run_1/congestion.png
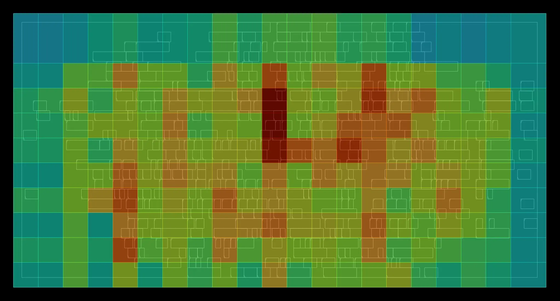
run_1/layer_met2.png
The bar under the picture is 50 µm long. Cells faint in the background.
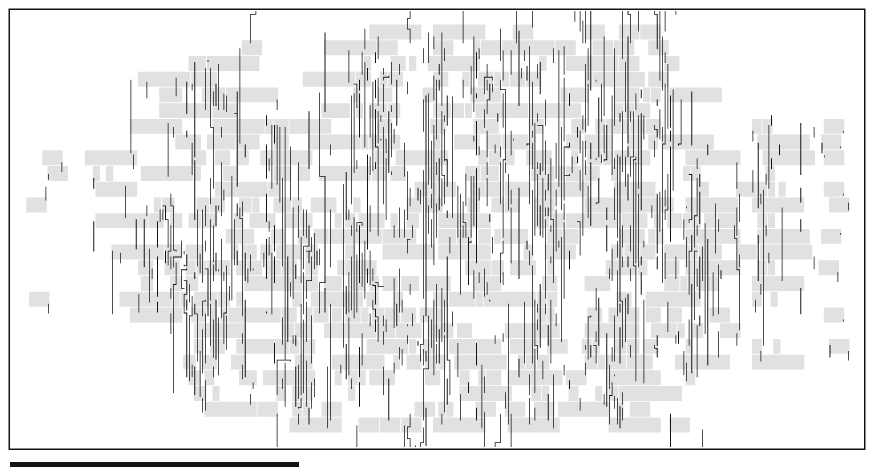
run_1/detail.png
The bar under the picture is 10 µm long. Region (54, 3) to (94, 43) µm. Cells in gray, sequential cells in the stronger gray; small squares are vias.
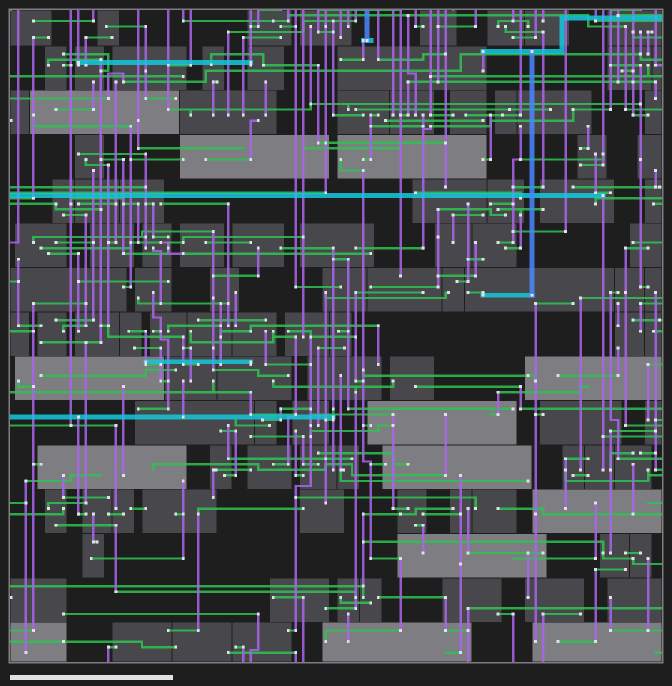
run_1/layer_met1.png
The bar under the picture is 50 µm long. Supply wires on this layer in gray. Cells faint in the background.
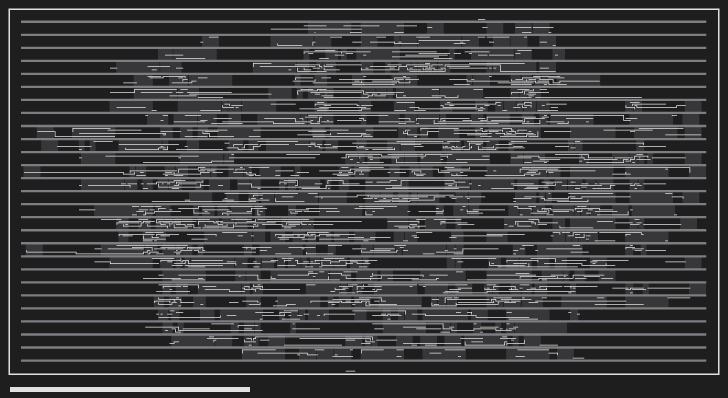
<file path="src/rtl/voltage_monitor_pkg.sv">
// Shared types and defaults for the voltage monitor: alarm states, threshold
// defaults and the accumulator width helper.
package voltage_monitor_pkg;

    typedef enum logic [1:0] {
        NORMAL = 2'd0,
        OVER   = 2'd1,
        UNDER  = 2'd2
    } alarm_state_t;

    localparam int DEF_SAMPLE_DIV = 4;
    localparam int DEF_LOG2_WIN   = 3;
    localparam int DEF_OV_TH      = 200;
    localparam int DEF_UV_TH      = 50;
    localparam int DEF_HYST       = 8;

    // Holds the sum of a full window of 8-bit samples without overflow
    function automatic int acc_w(input int log2_win);
        return 8 + log2_win;
    endfunction

endpackage

</file>
<file path="src/rtl/sample_prescaler.sv">
// Free-running divide-by-SAMPLE_DIV counter: take marks the sampling cycle,
// tick is its registered echo one cycle later.
module sample_prescaler #(
    parameter int SAMPLE_DIV = 4
) (
    input  logic clk,
    input  logic reset,
    output logic take,
    output logic tick
);
    localparam int CNT_W = (SAMPLE_DIV > 1) ? $clog2(SAMPLE_DIV) : 1;

    logic [CNT_W-1:0] cnt;

    assign take = (cnt == CNT_W'(SAMPLE_DIV - 1));

    always_ff @(posedge clk or posedge reset) begin
        if (reset) begin
            cnt  <= '0;
            tick <= 1'b0;
        end else begin
            cnt  <= take ? '0 : cnt + 1'b1;
            tick <= take;
        end
    end

endmodule

</file>
<file path="src/rtl/voltage_monitor.sv">
// Decimated voltage monitor: windowed avg/min/max over a valid/ready handshake
// plus an over/under-voltage alarm FSM with release hysteresis.
module voltage_monitor
    import voltage_monitor_pkg::*;
#(
    parameter int SAMPLE_DIV = DEF_SAMPLE_DIV,
    parameter int LOG2_WIN   = DEF_LOG2_WIN,
    parameter int OV_TH      = DEF_OV_TH,
    parameter int UV_TH      = DEF_UV_TH,
    parameter int HYST       = DEF_HYST
) (
    input  logic       clk,
    input  logic       reset,
    input  logic [7:0] data_in,
    input  logic       stats_ready,
    output logic       sample_tick,
    output logic       stats_valid,
    output logic [7:0] avg_out,
    output logic [7:0] min_out,
    output logic [7:0] max_out,
    output logic       overrun,
    output logic       ov_alarm,
    output logic       uv_alarm
);
    localparam int ACC_W = acc_w(LOG2_WIN);

    localparam logic [7:0] OV_LVL = 8'(OV_TH);
    localparam logic [7:0] OV_REL = 8'(OV_TH - HYST);
    localparam logic [7:0] UV_LVL = 8'(UV_TH);
    localparam logic [7:0] UV_REL = 8'(UV_TH + HYST);

    logic take;

    sample_prescaler #(.SAMPLE_DIV(SAMPLE_DIV)) u_prescaler (
        .clk   (clk),
        .reset (reset),
        .take  (take),
        .tick  (sample_tick)
    );

    // ---------------- window statistics ----------------
    logic [ACC_W-1:0]    acc;
    logic [LOG2_WIN-1:0] samp_cnt;
    logic [7:0]          run_min, run_max;
    logic [ACC_W-1:0]    sum_now;
    logic [7:0]          min_now, max_now, avg_now;
    logic                load, xfer;

    assign sum_now = acc + ACC_W'(data_in);
    assign min_now = (data_in < run_min) ? data_in : run_min;
    assign max_now = (data_in > run_max) ? data_in : run_max;
    assign avg_now = 8'(sum_now >> LOG2_WIN);
    assign load    = take && (&samp_cnt);
    assign xfer    = stats_valid && stats_ready;

    always_ff @(posedge clk or posedge reset) begin
        if (reset) begin
            acc      <= '0;
            samp_cnt <= '0;
            run_min  <= 8'hFF;
            run_max  <= 8'h00;
        end else if (take) begin
            samp_cnt <= samp_cnt + 1'b1;
            // Closing sample goes straight into the result; running state restarts
            if (load) begin
                acc     <= '0;
                run_min <= 8'hFF;
                run_max <= 8'h00;
            end else begin
                acc     <= sum_now;
                run_min <= min_now;
                run_max <= max_now;
            end
        end
    end

    always_ff @(posedge clk or posedge reset) begin
        if (reset) begin
            stats_valid <= 1'b0;
            avg_out     <= '0;
            min_out     <= '0;
            max_out     <= '0;
            overrun     <= 1'b0;
        end else begin
            if (load) begin
                avg_out     <= avg_now;
                min_out     <= min_now;
                max_out     <= max_now;
                stats_valid <= 1'b1;
            end else if (xfer) begin
                stats_valid <= 1'b0;
            end
            // A transfer in the same cycle as a load means nothing was lost
            if (xfer)
                overrun <= 1'b0;
            else if (load && stats_valid)
                overrun <= 1'b1;
        end
    end

    // ---------------- alarm FSM ----------------
    alarm_state_t state_q, state_d;

    always_ff @(posedge clk or posedge reset) begin
        if (reset) state_q <= NORMAL;
        else       state_q <= state_d;
    end

    always_comb begin
        state_d = state_q;
        if (take) begin
            case (state_q)
                NORMAL: begin
                    if (data_in > OV_LVL)      state_d = OVER;
                    else if (data_in < UV_LVL) state_d = UNDER;
                end
                OVER: begin
                    if (data_in < UV_LVL)      state_d = UNDER;
                    else if (data_in < OV_REL) state_d = NORMAL;
                end
                UNDER: begin
                    if (data_in > OV_LVL)      state_d = OVER;
                    else if (data_in > UV_REL) state_d = NORMAL;
                end
                default: state_d = NORMAL;
            endcase
        end
    end

    assign ov_alarm = (state_q == OVER);
    assign uv_alarm = (state_q == UNDER);

endmodule

</file>
<file path="config.mk">
export PLATFORM = sky130hd
export DESIGN_NAME = voltage_monitor
export DESIGN_NICKNAME = d
export VERILOG_FILES = /design/src/rtl/voltage_monitor_pkg.sv /design/src/rtl/sample_prescaler.sv /design/src/rtl/voltage_monitor.sv
export SDC_FILE = /design/constraint.sdc
export NUM_CORES = 1
export LEC_CHECK = 0
export ABC_CLOCK_PERIOD_IN_PS = 3050
export CAP_MARGIN = 15
export CORE_ASPECT_RATIO = 0.5
export CORE_MARGIN = 2
export CORE_UTILIZATION = 35
export CTS_CLUSTER_SIZE = 8
export DETAILED_ROUTE_END_ITERATION = 12
export SLEW_MARGIN = 25
export SYNTH_ARGS = -nofsm -noshare
export SYNTH_HDL_FRONTEND = slang
export SYNTH_HIERARCHICAL = 1
export SYNTH_SLANG_ARGS = --single-unit
</file>
<file path="constraint.sdc">
create_clock -name clk -period 3.05 [get_ports clk]
set_clock_uncertainty 0.2 [all_clocks]
set_input_delay 0.61 -clock clk [delete_from_list [all_inputs] [get_ports clk]]
set_output_delay 0.61 -clock clk [all_outputs]
set_load 0.02 [all_outputs]
</file>
==> run notes, run 1 <==
Synthesis and place-and-route results.

- The sort of element at the start of the critical path is an input pin.
- The instance tally after logic synthesis is 379.
- According to the finish report, the design has a final net count of 493.
- For this run the top cell type by instance count after synthesis was dfrtp_1.
- Compared with the post-synthesis result, the final layout area differs by 32.4%.
- Per the post-route antenna check, the number of violating nets is 0.
- For this design the static power due to leakage is 2.15 nW.
- The final antenna diode tally reported by the flow is 0.
- TritonCTS built the clock tree.
- The highest clock rate this design can be run at is 0.364 GHz.
- The portion of synthesized cell area occupied by the leading cell type is around 37%.
- The commonest cells after synthesis are dfrtp_1 (53), nand2_1 (38), inv_1 (30), o211ai_1 (29), ha_1 (26).
- The layout contains a multi-input combinational cell count of 265.
- The count of warnings emitted by yosys is 6.
- In the final layout, excluding clock inverters the inverter count is 30.
- The sequential standard cell area is 1540 µm².
- The transition at the pin with the smallest max-transition slack is 581 ps.
- The flow inserted about 140 tap cells.
- The count of instances resized after the clock tree is built is 0.
- The area of the core is ~10,000 µm².
- For reference, the top cells by area after synthesis are dfrtp_1 (37%), ha_1 (9.0%), o211ai_1 (6.0%).
- In the finished design the tool counted flip-flops and latches totalling 61.
- In this run the tool buffered the top-level ports with 39 buffer cells.
- The number of nets in the synthesized netlist is 417.
- After synthesis the cells add up to 3620 µm².
- The number of failing hold endpoints at the final stage is 0.
- The worst-case reg-to-reg setup slack stands at 700 ps.
- The flow ran to the end, and the final reports show no timing, DRC or antenna violations.
- Sequential cells make up 32.1% of the cell area.
- The final instance area is 4790 µm².
- Max-slew check failures listed in the final report amount to 0.
- The final number of setup-violating endpoints is 0.
- Total power normalized to cell area comes to 935 nW/µm².
- Dividing the detail-routed via count by the number of cells gives between 5 and 6.
- The number of DRC violations after detailed-routing iteration 0 is 154.
- Setup repair after global routing left no endpoint under its margin.
- The via count of the first global-routing pass came to 2,900.
- The layout has slightly below 90 buffers outside the clock class.
- The share of the clock period used by the worst path is about nine tenths.
- The synthesized design contains 0 enable-type register cells.
- Per the CTS log, the maximum H-tree level is 3.
- The portion of the post-synthesis area used by sequential elements is 42.5%.
- The clock drives slightly above 60 sinks.
- Before placement the cells fill roughly 36% of the core.
- The clock root buffer is clkbuf_16.
- Along the worst path, the maximum fanout reaches 7.
- The first global-routing pass estimated 14.5 mm of wire.
- The floorplan step set the die height to 75.9 µm.
- The logs give a warning total of 26.
- The primary flip-flop cell chosen by synthesis mapping is dfrtp_1.
- The yosys cell count is 379.
- Entering global routing, the biggest net connects 59 pins.
- Recorded from the global router log, the overflow total was 0.
- For reference, the placement row count at floorplan is 26.
- The routability-driven placement congestion ratio is 0.852.
- In this run the horizontal extent of the chip is ~150 µm.
- The final worst slack is ~300 ps.
- The final critical delay including setup and external delays is 2750 ps.
Notes on congestion.png above:
Routed wire per std cell: 14.8 µm
GR Util met3: 3.83%
met1 Track Usage GR: 22.9%
Final Util: 47.4%
GRT Overall Usage: 16.9%

Notes on layer_met2.png above:
- nets with wire on the layer: 399
- wire length on this layer: 3,980 µm
- longest straight run: 40.3 µm
- main direction: vertical

Notes on detail.png above:
- metal 2: purple
- metal 4: blue
- metal 1: green
- metal 3: cyan
- cells with their middle in the window: 106
- sequential cells in the window: 12
- netlist names of flops here include: acc (5), avg_out (2), run_max (2)
- most frequent: inv_1 (12), buf_4 (11)

Notes on layer_met1.png above:
- nets with wire on the layer: 446
- main direction: horizontal
- share of all routed wire: 48%

run 1: where the power goes:
| part | leakage [nW] | total, mW | internal (mW) | switching [mW] |
|---|---|---|---|---|
| clock network | 0.161 | 1.11 | 0.744 | 0.369 |
| logic | 1.29 | 1.99 | 0.961 | 1.03 |
| registers | 0.699 | 1.38 | 1.16 | 0.213 |
run 1: routing by layer:
| layer | share of wire (%) | track usage [%] |
|---|---|---|
| met1 | 48 | 22.9 |
| met2 | 45 | 26.9 |
| met3 | 5.7 | 3.83 |
| met4 | 1.2 | 6.52 |
| met5 | 0 | 0 |
run 1: path summary, 6_finish.rpt:
check	from	depth (start not counted)	to
min in group asynchronous	reset	2	u_prescaler/tick
worst max-delay path	data_in[1]	8	acc[10]
worst min register to register	u_prescaler/cnt[0]	1	u_prescaler/cnt[0]
worst max register to register	run_min[6]	8	min_out[3]
max in group asynchronous	reset	3	run_min[5]
worst min-delay path	u_prescaler/cnt[0]	1	u_prescaler/cnt[0]
run 1: sequential cells by signal, summed over array words and instances (netlist names):
signal / flops
state_q: 2
max_out: 8
overrun: 1
run_min: 8
run_max: 8
u_prescaler/cnt: 2
min_out: 8
avg_out: 8
stats_valid: 1
acc: 11
samp_cnt: 3
u_prescaler/tick: 1
run 1: cells by family after synthesis:
family,synth area share [%]
muxes,3.15
and+or+nand+nor,14.0
buffers and inverters,6.33
xor gates and xnor gates,0.968
AOI/OAI and AO/OA,23.5
adders and majority gates,9.54
DFF,42.5
run 1: critical path: stages:
cell and delay, ps:
clkdlybuf4s50_1 590, inv_1 90, fa_1 440, nor2b_1 170, o31a_1 220, o32ai_4 140
or4_1 470, nand3_1 80
==> run 1 -> run 2 <==
CAP_MARGIN = default   (was 15)
run_2/sizes.png
The bar under the picture is 50 µm long.
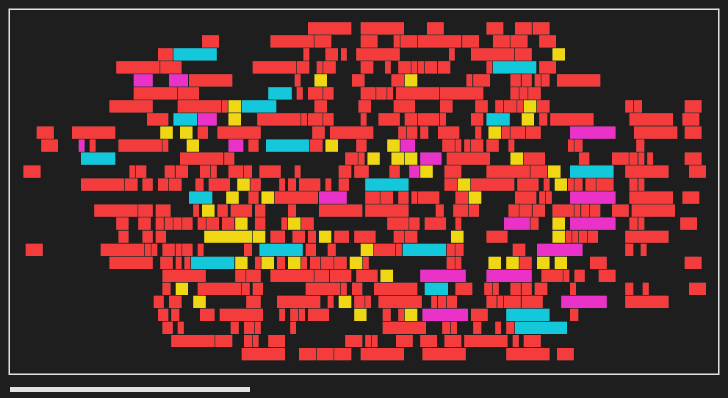
- _3 and _4 cells: yellow (cells 49; share 11%)
- _6 and larger: cyan (cells 17; share 3.7%)
- _2 cells: magenta (cells 18; share 3.9%)
- _0 and _1 cells: red (cells 376; share 82%)

==> run 2 against run 1 <==
Against the previous run: first-iteration DRC count unchanged; register-to-register slack about the same; die size stayed put; cell count is the same; highest routed layer unchanged; clock-buffer cell count is the same; routed wire length did not move; synthesized cell count unchanged; final area stayed put; setup slack stayed put; sequential power is essentially flat; global-route usage did not move; largest power group unchanged.
==> run notes, run 2 <==
Synthesis and place-and-route results.

- The internal power is 2.87 mW (unchanged).
- Area contributors post-synth: dfrtp_1 (37%), ha_1 (9.0%), o211ai_1 (6.0%) (unchanged).
- Synth top cells by count: dfrtp_1 (53), nand2_1 (38), inv_1 (30), o211ai_1 (29), ha_1 (26) (unchanged).
- The flip-flop count of the largest register after layout came to 11 (unchanged).
- The transition at the pin with the smallest max-transition slack was 581 ps (unchanged).
- The sort of element at the start of the critical path is an input pin (unchanged).
- The final instance area is 4790 µm² (unchanged).
- The met3 layer wire length in the routed design is 507 µm (unchanged).
- The utilization of the core after routing was 47.4% (unchanged).
- The largest register by flop count is acc (unchanged).
- The number of DRC violations after detailed-routing iteration 0 is 154 (unchanged).
- The area fraction in full adders, half adders and majority gates came to 9.54% (unchanged).
- The share of the synthesized netlist area taken by xor and xnor gates is 0.968% (unchanged).
- The number of failing hold endpoints at the final stage is 0 (unchanged).
- The tally of OpenROAD warnings came to 26 (unchanged).
- The area growth from synthesis to layout was 32.4% (unchanged).
- The number of cell instances on the worst register-to-register path is 8 (unchanged).
- The switching share of total power is 36.0% (unchanged).
- The overall routing resource usage was 16.9% (unchanged).
- The die boundary height came to 75.9 µm (unchanged).
- The area fraction in and, or, nand and nor cells came to 14.0% (unchanged).
- The final max-slew violation count is 0 (unchanged).
- The largest family of logic cells by area is AND-OR/OR-AND gates (unchanged).
- The detailed-route vias per instance is 5.14 (unchanged).
- The clock latency on the worst-skew pair is 340 ps (about the same).
- The portion of the post-synthesis area used by sequential elements is 42.5% (unchanged).
- The maximum level of the CTS H-tree is 3 (unchanged).
- The instance tally after logic synthesis is 379 (unchanged).
- Unrepaired setup endpoints after global routing: false (unchanged).
- The share of the clock period used by the worst path is 90.0% (unchanged).
- The count of instances resized after the clock tree is built is 0 (unchanged).
- The first-pass GRT wire length is 14.5 mm (unchanged).
- The final total negative setup slack is 0 ps (unchanged).
- Result of the run: complete, no violations (unchanged).
- The launch point of the worst reg-to-reg path is run_min[6] (unchanged).
- The net load switching power was 1.61 mW (unchanged).
- The area of the core is 10,100 µm² (unchanged).
- The number of nets in the synthesized netlist was 417 (unchanged).
- The count of buffers inserted at the top-level ports was 39 (unchanged).
- The part of the power in registers is 30.7% (about the same).
- The terminus of the critical flop-to-flop path is min_out[3] (unchanged).
- The number of nets in the final layout is 493 (unchanged).
- The final critical delay including setup and external delays is 2750 ps (unchanged).
- The standby leakage power came to 2.15 nW (unchanged).
- The sum of overflow across all layers after global routing is 0 (unchanged).
- The leading power group is combinational cells (unchanged).
- The TritonCTS clock tree is done (unchanged).
- The part of the total power dissipated in combinational logic is 44.4% (about the same).
- The overall die width was 148 µm (unchanged).
- The clock root buffer was clkbuf_16 (unchanged).
- The row count is 26 (unchanged).
- The cell area after technology mapping is 3620 µm² (unchanged).
- The detailed route wirelength on metal2 was 3.98 mm (unchanged).
- The largest net degree at the start of global routing was 59 (unchanged).
- The internal reg-to-reg setup slack came to 700 ps (about the same).
- The initial standard-cell utilization of the core is 35.8% (unchanged).
- The count of warnings emitted by yosys came to 6 (unchanged).
- The number of diodes is 0 (unchanged).
- The number of sinks handled by clock tree synthesis is 61 (unchanged).
- The highest routing layer actually used is met4 (unchanged).
- The power dissipated in combinational cells is 1.99 mW (about the same).
- The routed length on met1 came to 4.32 mm (unchanged).
- The sequential standard cell area came to 1540 µm² (unchanged).
- The launch point of the critical path is data_in[1] (unchanged).
- The power density over the cells is 935 nW/µm² (unchanged).
- The capture point of the critical path is acc[10] (unchanged).
- The post-layout total power is 4.48 mW (unchanged).
- The remaining antenna violation count is 0 (unchanged).
- The portion of synthesized cell area occupied by the leading cell type is 36.7% (unchanged).
- The largest driver fanout on the critical path is 7 (unchanged).
- The primary flip-flop cell chosen by synthesis mapping is dfrtp_1 (unchanged).
- The most common cell in the synthesized netlist is dfrtp_1 (unchanged).
==> run 2: cell counts after synthesis <==
No cell type changed its count.
==> run 2: routing by layer <==
layer  up-vias  track usage, %
met5         -               0
met4         0            6.52
met3         9            3.83
met2        61            26.9
met1      1478            22.9
li1       1534               -
==> run 2: worst min path at each step <==
stage / end / slack [ps] / depth (start not counted)
2_1_floorplan: u_prescaler/cnt[0] / 160 / 1
3_3_place_gp: u_prescaler/cnt[0] / 220 / 1
3_5_place_dp: u_prescaler/cnt[0] / 220 / 1
4_1_cts: u_prescaler/cnt[0] / 230 / 1
5_1_grt: u_prescaler/cnt[0] / 240 / 1
6_report: u_prescaler/cnt[0] / 230 / 1
==> run 2: final cells by class <==
| class | instances | share of cell area (%) |
|---|---|---|
| flip-flops and latches | 61 | 32.1 |
| multi-input cells | 265 | 38.7 |
| inverters | 30 | 2.35 |
| clock inverters | 2 | 0.783 |
| repair buffers | 88 | 16.3 |
| clock buffers | 14 | 6.14 |
| well taps | 140 | 3.66 |
==> run 2: worst max-delay path, cell delays in order <==
cell             delay (ps)
clkdlybuf4s50_1         590
inv_1                    90
fa_1                    440
nor2b_1                 170
o31a_1                  220
o32ai_4                 140
or4_1                   470
nand3_1                  80
==> run 2: logic make-up (layout without fill, tap and decap cells) <==
kind of cell,count (synthesis),in the layout
multiplexers,11,11
buffers and inverters,53,134
flip-flops,61,61
AND/OR/NAND/NOR,103,103
adder cells (fa/ha/maj),27,27
XOR/XNOR,4,4
AND-OR/OR-AND,120,120
==> run 2 -> run 3 <==
CORE_UTILIZATION = 45   (was 35)
PLACE_DENSITY = 0.77   (was default)
REMOVE_ABC_BUFFERS = 1   (was default)
run_3/congestion.png
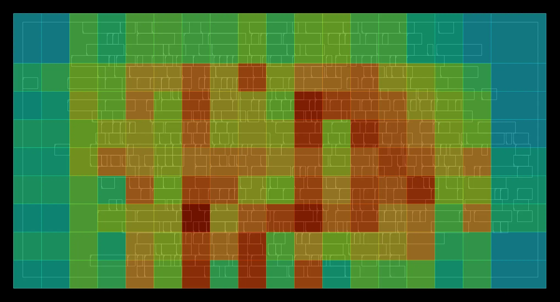
GRT Overall Usage: 21.7%
Final Util: 59.0%
Routed wire per std cell: 15.4 µm
GR Util met3: 6.50%
met1 Track Usage GR: 26.4%

==> run 3 against run 2 <==
Against the previous run: combinational power about the same; hold slack worse by 3.2 ps; global-route usage up 4.8 points; via count stayed put; critical path depth is the same; clock power decreased by 7%; final area fell by 2.5%; non-clock buffer count decreased by 6; sequential power barely moved; cell count shrank 5.7%; sequential share of layout area rose by 0.82 points; first-iteration DRC count increased by 69%; largest cell class unchanged; largest power group unchanged.
==> run notes, run 3 <==
Synthesis and place-and-route results.

- The final instance area is 4670 µm² (was 4790 µm²).
- The data arrival time of the critical path came to 2870 ps (was 2820 ps).
- The instance tally after logic synthesis is 379 (unchanged).
- The hold-critical path depth is 1 (unchanged).
- The end point of the most critical hold path was u_prescaler/cnt[0] (unchanged).
- The terminus of the critical flop-to-flop path was min_out[2] (was min_out[3]).
- The clock latency on the worst-skew pair came to 330 ps (was 340 ps).
- The met3 layer wire length in the routed design is 346 µm (was 507 µm).
- The Yosys chip area was 3620 µm² (unchanged).
- The cell at the slowest stage of the critical path is clkdlybuf4s50_1 (unchanged).
- Chain of cells forming the critical path: clkdlybuf4s50_1, inv_1, fa_1, nor2b_1, o31a_1, o32ai_4, or4_1, nand3_1 (unchanged).
- The final worst slack is 246 ps (was 304 ps).
- Synth top cells by count: dfrtp_1 (53), nand2_1 (38), inv_1 (30), o211ai_1 (29), ha_1 (26) (unchanged).
- The largest driver fanout on the critical path is 4 (was 7).
- The critical setup path kind is in2reg (unchanged).
- The sum of overflow across all layers after global routing is 0 (unchanged).
- The number of iterations in the first detailed-routing pass came to 5 (was 4).
- The power density over the cells is 943 nW/µm² (was 935 nW/µm²).
- The via total after detailed routing is 3,082 (unchanged).
- The most heavily used metal layer in global routing is met2 (unchanged).
- The tally of OpenROAD warnings was 25 (was 26).
- The portion of the post-synthesis area used by sequential elements is 42.5% (unchanged).
- The area growth from synthesis to layout is 29.1% (was 32.4%).
- Result of the run: complete, no violations (unchanged).
- The met2 global-route usage is 38.0% (was 26.9%).
- The sort of element at the start of the critical path is an input pin (unchanged).
- The post-detailed-placement cell area is 4370 µm² (was 4460 µm²).
- The standby leakage power is 2.10 nW (was 2.15 nW).
- The initial standard-cell utilization of the core came to 45.7% (was 35.8%).
- The transition at the pin with the smallest max-transition slack is 448 ps (was 581 ps).
- The largest net degree at the start of global routing is 59 (unchanged).
- The detailed-route vias per instance came to 5.45 (was 5.14).
- The final total negative setup slack was 0 ps (unchanged).
- The post-layout total power came to 4.40 mW (was 4.48 mW).
- The row count was 23 (was 26).
- The die boundary height is 67.4 µm (was 75.9 µm).
- The number of nets in the final layout came to 487 (was 493).
- The sort of element at the end of the critical path is a flip-flop (unchanged).
- The overall routed net length came to 8.70 mm (was 8.91 mm).
- The post-CTS setup buffer count is 0 (unchanged).
- The startpoint of the tightest hold check path is u_prescaler/cnt[0] (unchanged).
- The final number of setup-violating endpoints came to 0 (unchanged).
- The number of failing hold endpoints at the final stage came to 0 (unchanged).
- The via count of the first global-routing pass is 3,050 (was 2,900).
- The detailed route wirelength on metal2 came to 4.16 mm (was 3.98 mm).
- The most common cell in the synthesized netlist is dfrtp_1 (unchanged).
- The fmax is 0.357 GHz (was 0.364 GHz).
- The routability-driven placement congestion ratio is 0.856 (was 0.852).
- The area of the core came to 7910 µm² (was 10,100 µm²).
- The filler-free cell count of the finished design is 566 (was 600).
- The final max-slew violation count is 0 (unchanged).
- The relative slew slack is 69.8% (was 61.3%).
- The count of buffers inserted at the top-level ports is 39 (unchanged).
- The count of warnings emitted by yosys is 6 (unchanged).
- The worst supply voltage drop on vdd came to 0.428 mV (was 0.278 mV).
- The yosys cell count is 379 (unchanged).
- The number of cell instances on the worst register-to-register path was 8 (unchanged).
- The TritonCTS clock tree was done (unchanged).
- The maximum level of the CTS H-tree is 3 (unchanged).
- The boundary pin count is 40 (unchanged).
- Area contributors post-synth: dfrtp_1 (37%), ha_1 (9.0%), o211ai_1 (6.0%) (unchanged).
- The number of synthesized flops with an enable pin is 0 (unchanged).
- The remaining antenna violation count is 0 (unchanged).
- The cell area after technology mapping is 3620 µm² (unchanged).
- The portion of synthesized cell area occupied by the leading cell type is 36.7% (unchanged).
- The number of diodes came to 0 (unchanged).
- The final critical delay including setup and external delays is 2800 ps (was 2750 ps).
- The delay of the slowest cell on the worst path is 580 ps (was 590 ps).
- The first-pass GRT wire length is 14.6 mm (was 14.5 mm).
- The launch point of the worst reg-to-reg path is run_min[6] (unchanged).
- The clock slew seen by the registers of the worst setup and hold paths came to 50 ps (was 60 ps).
- The number of sinks handled by clock tree synthesis came to 61 (unchanged).
- Unrepaired setup endpoints after global routing: false (unchanged).
- The count of state elements after synthesis was 61 (unchanged).
- The flip-flop count of the largest register after layout is 11 (unchanged).
- The primary flip-flop cell chosen by synthesis mapping was dfrtp_1 (unchanged).
- The clock root buffer is clkbuf_16 (unchanged).
- The largest register by flop count is acc (unchanged).
- The internal reg-to-reg setup slack is 610 ps (was 700 ps).
- The share of the clock period used by the worst path is 91.9% (was 90.0%).
- The overall die width came to 131 µm (was 148 µm).
- The routed length on met1 is 4.07 mm (was 4.32 mm).
- The highest routing layer actually used was met4 (unchanged).
- The total clock buffers created by CTS is 9 (unchanged).
- The number of DRC violations after detailed-routing iteration 0 is 261 (was 154).
- The count of instances resized after the clock tree is built is 0 (unchanged).
- The DRC violations left was 0 (unchanged).
==> run 3: cell families (layout without fill, tap and decap cells) <==
logic type	count (synthesis)	after routing	synth area share (%)
AOI/OAI and AO/OA	120	120	23.5
xor gates and xnor gates	4	4	0.968
adders and majority gates	27	27	9.54
buffers and inverters	53	128	6.33
DFF	61	61	42.5
muxes	11	11	3.15
and+or+nand+nor	103	103	14.0
==> run 3: where the power goes <==
group	switching, mW	total, mW	leakage, nW	internal (mW)
combinational	1.05	1.99	1.26	0.945
clock	0.357	1.03	0.149	0.673
sequential	0.217	1.38	0.699	1.16
total	1.62	4.40	2.10	2.78
==> run 3: cell type report <==
| cell class | instances | area [µm²] |
|---|---|---|
| clock inverters | 4 | 47.5 |
| repair buffers | 82 | 726 |
| fillers | 667 | 3240 |
| inverters | 30 | 113 |
| clock buffers | 12 | 256 |
| flip-flops and latches | 61 | 1540 |
| multi-input cells | 265 | 1850 |
| well taps | 112 | 140 |
==> run 3: worst max path at each step <==
| stage | from | cells past startpoint | slack (ps) | to |
|---|---|---|---|---|
| floorplan | data_in[1] | 6 | 430 | run_max[1] |
| global placement | data_in[0] | 9 | 20 | acc[10] |
| detailed placement | data_in[1] | 8 | -60 | acc[10] |
| CTS | data_in[1] | 8 | 270 | acc[10] |
| global route | data_in[3] | 7 | 180 | acc[7] |
| finish | data_in[1] | 8 | 250 | acc[10] |
==> run 3: critical path: cells and delay by family <==
| kind | cells | cell delay [ps] |
|---|---|---|
| adder cells (fa/ha/maj) | 1 | 450 |
| buffers and inverters | 2 | 690 |
| AND/OR/NAND/NOR | 3 | 760 |
| AND-OR/OR-AND | 2 | 360 |
Power and IR drop assume default switching activity.
